Design tl_intersection_flat, sky130hd; sources not shown.
Fig. 1: run 1, cell density map
The bar under the picture is 20 microns long. 12 x 12 tiles, from dark blue (low) to red (high), 0 to 100% covered.
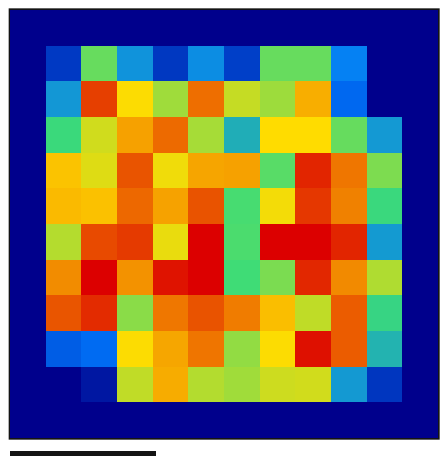
33% of the tiles are nearly empty. 30% of the tiles are over 75% full. The fullest tile reaches 100%. The mean over all tiles is 46%. The densest ninth of the die: middle. The emptiest ninth of the die: top right.
floorplan utilization: 59.61%
Core Util, Final: 72.04%
Core Box Area: 2233 sq um

Fig. 2: run 1, the metal 2 layer
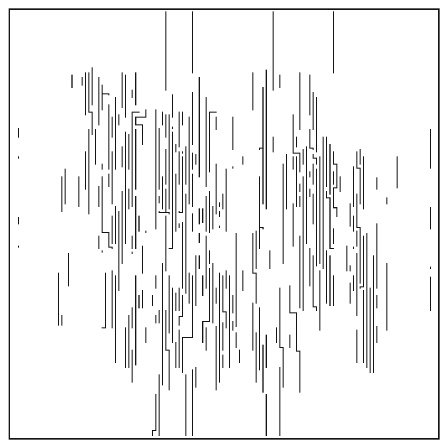
The wires run mostly vertical. 163 nets have wire on it. The layer holds 49% of the routed length. The layer carries 1420 microns of wire.
Vias: 1140
final wirelength: 2920 microns
met2 GRT Util: 32.18%

Fig. 3: run 1, M1 wires
Cells faint in the background.
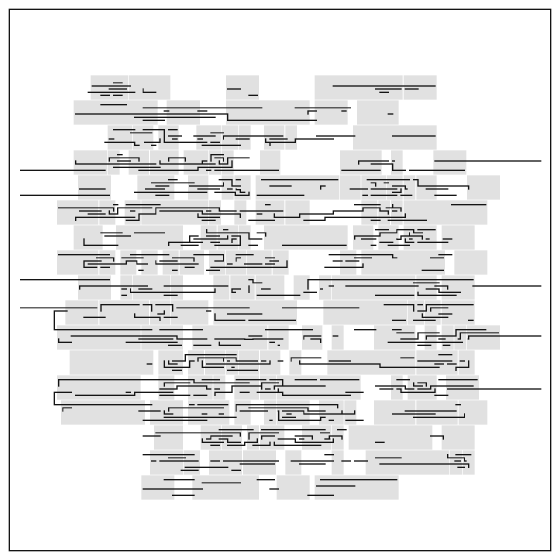
The longest straight run is 17.9 microns. The wires run mostly horizontal. The layer carries 1350 microns of wire. 168 nets have wire on it. The layer holds 46% of the routed length.
GR Util met1: 23.38%

Fig. 4: run 1, drive-strength map
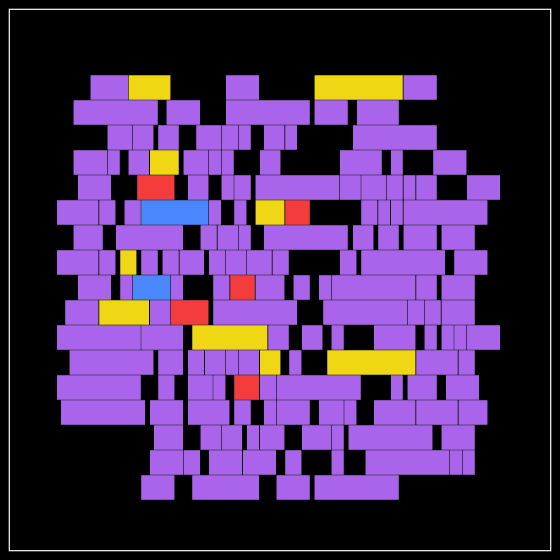
x6 and larger: in blue, cells 2. x3 and x4: in red, cells 5, most used clkbuf_4. x2: in yellow, cells 9, most used dfstp_2. x1 and smaller: in purple, cells 147, most used clkdlybuf4s50_1.
area delta synth->final: 20.86%
Non-Clock Buffer Count: 27
setup ws final: 2966 ps
Finished Cell Area: 1609 sq um

==> flow_summary.yaml, run 1 <==
# yosys + openroad results
run_status:
  status: "completed"
final_timing:
  final-hold-violation-count: 0
  slew_headroom_pct: 50.40
  fmaxAchievable_mhz: 275.2
  rsz0062_at_grt: "false"
  worst-slew-pin-transition_ps: 743.2
  setup_viol: 0
  holdWs_ps: 462.4
global_routing:
  overflow: 0
  grtUsageMet3_pct: 3.070
  first_global_vias: 1142
  grt_max_degree: 21
  busiest_layer: "met2"
  grt_first_pass_wirelength_microns: 5030
  gr-usage-all-layers_pct: 18.64
place:
  dpl_cell_area_sq_um: 1587
  dp.cells: 188
  dpl.hpwl_microns: 2225
  portBuffers: 22
  gp_congestion: 0.8313
min_path:
  hold_depth: 1
  hold_class: "flop to flop"
yosys:
  post-synth-top-area-cell: "dfrtp_1"
  most_common_cell: "dfrtp_1"
  ff_type: "dfrtp_1"
  edf_count: 0
  synthTopCellsByCount: "dfrtp_1, nand2_1, ha_1, inv_1, o21ai_0"
  yosysChipArea_sq_um: 1331
  ys_seq_share_pct: 37.78
  synth.distinct_cells: 49
  ys_top_logic_family: "simple AND/OR/NAND/NOR gates"
  synth_stat.cells: 138
  synth_flop_count: 20
  synthesis.nets: 158
  synth.top_cells.by_area: "dfrtp_1, ha_1, dfstp_2, nand2_1, fa_1"
  synthArstFlopShare_pct: 100.0
  synth_warnings: 0
  mux_area_share_pct: 2.444
finish:
  layout.cells.non_filler: 191
  antenna_cells: 0
  clock_cell_area_share_pct: 1.400
  seq_area_sq_um: 503.0
  lay_top_count: "clkdlybuf4s50_1"
  logic_gate_count: 103
  mostFrequentLayoutCells: "clkdlybuf4s50_1, dfrtp_1, nand2_1, inv_1, ha_1"
  nonClkBufAreaFrac_pct: 16.41
  comb_area_sq_um: 747.0
  largest_class: "combinational gates"
  seq_cells: 20
  num-fill-cells: 179
  layout-drive-gt1-share_pct: 9.816
pwr:
  sw_frac_of_total_pct: 39.45
  power_density_nw_per_um2: 356.0
  clkPwrFrac_pct: 9.8
  powerSeq_uw: 197
  power.share.combinational_pct: 55.8
  switchingPower_uw: 226.0
  ir_drop_uv: 253.7
die:
  taps: 28
  die_h_microns: 58.76
  dieWidth_microns: 58.76
detailed_routing:
  route.met3.wl_microns: 119
  highest_layer: "met4"
  post_drt_wl_per_cell_microns: 15.29
  drtIter0Drc: 33
  drtAntennaViolNets: 0
  vias_per_cell: 5.969
  first_pass_iters: 4
  route.detailed.drc: 0
clocking:
  numCtsBuffers: 3
  cts_resized: 0
  post-cts-setup-buffers: 0
  clkSinkCount: 20
  path_clk_slew_ps: 100
  worstSkewPairLatency_ps: 290
critical_path:
  critPathLaunchType: "input port"
  critPathTopFamily: "AND-OR/OR-AND gates"
  worstPathCellList: "clkdlybuf4s50_1, nor2b_1, o21ai_2, o21ai_0, ha_1, a21oi_1, and2_1, a31oi_1, a211oi_2"
  cp_num_buf_inv: 1
  r2r_cells: 7
  worstSetupPathType: "input port to flop"
  worstPathRequired_ps: 6820
  crit_arrival_ps: 3850
flow_run:
  cap_violations: 0
Fig. 5: run 1, track usage over the die
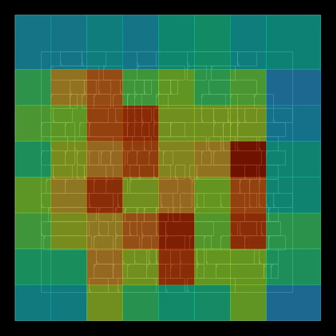

==> run 2: changes to the inputs <==
--- a/config.mk
+++ b/config.mk
@@ -7,10 +7,10 @@
 export LEC_CHECK = 0
 export CAP_MARGIN = 25
 export CORE_MARGIN = 5
-export CORE_UTILIZATION = 56
+export CORE_UTILIZATION = 52
 export DETAILED_ROUTE_END_ITERATION = 6
 export GPL_TIMING_DRIVEN = 0
-export PLACE_DENSITY = 0.84
+export PLACE_DENSITY = 0.79
 export SETUP_SLACK_MARGIN = 0.3
 export SLEW_MARGIN = 20
 export SYNTH_ARGS = -nofsm -noshare
==> constraint.sdc (replaced) <==
create_clock -name clk -period 3.54 [get_ports clk]
set_input_delay 0.708 -clock clk [delete_from_list [all_inputs] [get_ports clk]]
set_output_delay 0.708 -clock clk [all_outputs]
set_load 0.005 [all_outputs]
Fig. 6: run 2, track usage over the die
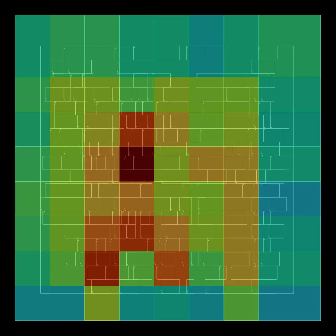
M3 GR Usage: 2.766%
routed length per placed instance: 14.12 microns

==> flow_summary.yaml, run 2 <==
# yosys + openroad results
finish:
  comb_area_sq_um: 747.0
  lay_top_count: "clkdlybuf4s50_1"
  nonClockBufferCount: 27
  antenna_cells: 0
  mostFrequentLayoutCells: "clkdlybuf4s50_1, dfrtp_1, nand2_1, inv_1, ha_1"
  seq_cells: 20
  num-fill-cells: 195
  final_util_pct: 66.21
  layout-drive-gt1-share_pct: 10.37
  layout.cells.non_filler: 194
clocking:
  path_clk_slew_ps: 100
  clkSinkCount: 20
  worstSkewPairLatency_ps: 300
  post-cts-setup-buffers: 0
pwr:
  power.share.combinational_pct: 54.3
  ir_drop_uv: 492.0
  clkPwrFrac_pct: 11.9
  powerSeq_uw: 366
  sw_frac_of_total_pct: 38.29
flow_run:
  cap_violations: 0
place:
  dp.cells: 190
  portBuffers: 22
final_timing:
  slew_headroom_pct: 51.34
  setup_viol: 0
  worst-slew-pin-transition_ps: 729.2
  final-hold-violation-count: 0
  rsz0062_at_grt: "false"
detailed_routing:
  first_pass_iters: 4
  vias_per_cell: 5.737
  routed_wl_microns: 2740
  drtIter0Drc: 43
  route.detailed.drc: 0
  route.met3.wl_microns: 99
  vias: 1113
  highest_layer: "met4"
critical_path:
  worstSetupPathType: "input port to flop"
  critPathTopFamily: "AND-OR/OR-AND gates"
  critPathLaunchType: "input port"
  worstPathCellList: "clkdlybuf4s50_1, nor2b_1, o21ai_2, o21ai_0, ha_1, a21oi_1, and2_1, a31oi_1, a211oi_2"
  r2r_cells: 7
  worstPathRequired_ps: 3760
  cp_num_buf_inv: 1
  crit_arrival_ps: 3250
yosys:
  yosysChipArea_sq_um: 1331
  post-synth-top-area-cell: "dfrtp_1"
  synthTopCellsByCount: "dfrtp_1, nand2_1, ha_1, inv_1, o21ai_0"
  mux_area_share_pct: 2.444
  synth_warnings: 0
  edf_count: 0
  synth_flop_count: 20
  ys_top_logic_family: "simple AND/OR/NAND/NOR gates"
  synth.distinct_cells: 49
  ys_seq_share_pct: 37.78
  synth.top_cells.by_area: "dfrtp_1, ha_1, dfstp_2, nand2_1, fa_1"
  synthesis.nets: 158
  most_common_cell: "dfrtp_1"
  synthArstFlopShare_pct: 100.0
global_routing:
  first_global_vias: 1076
  met2_usage_pct: 27.18
  met1_usage_pct: 21.30
  gr-usage-all-layers_pct: 16.32
  busiest_layer: "met2"
die:
  taps: 30
  dieWidth_microns: 60.60
  fp_util_pct: 54.23
min_path:
  hold_depth: 1
run_status:
  status: "completed"
Fig. 7: run 2, drive-strength map
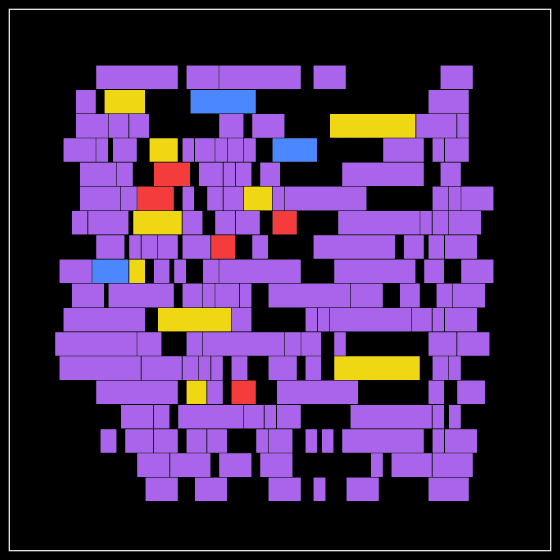
x1 and smaller: in purple, cells 147, most used clkdlybuf4s50_1. x2: in yellow, cells 9, most used dfstp_2. x3 and x4: in red, cells 5, most used clkbuf_4. x6 and larger: in blue, cells 3.
area delta synth->final: 22.09%
Finished Cell Area: 1625 sq um
setup ws final: 517.5 ps

Power and IR drop assume default switching activity.
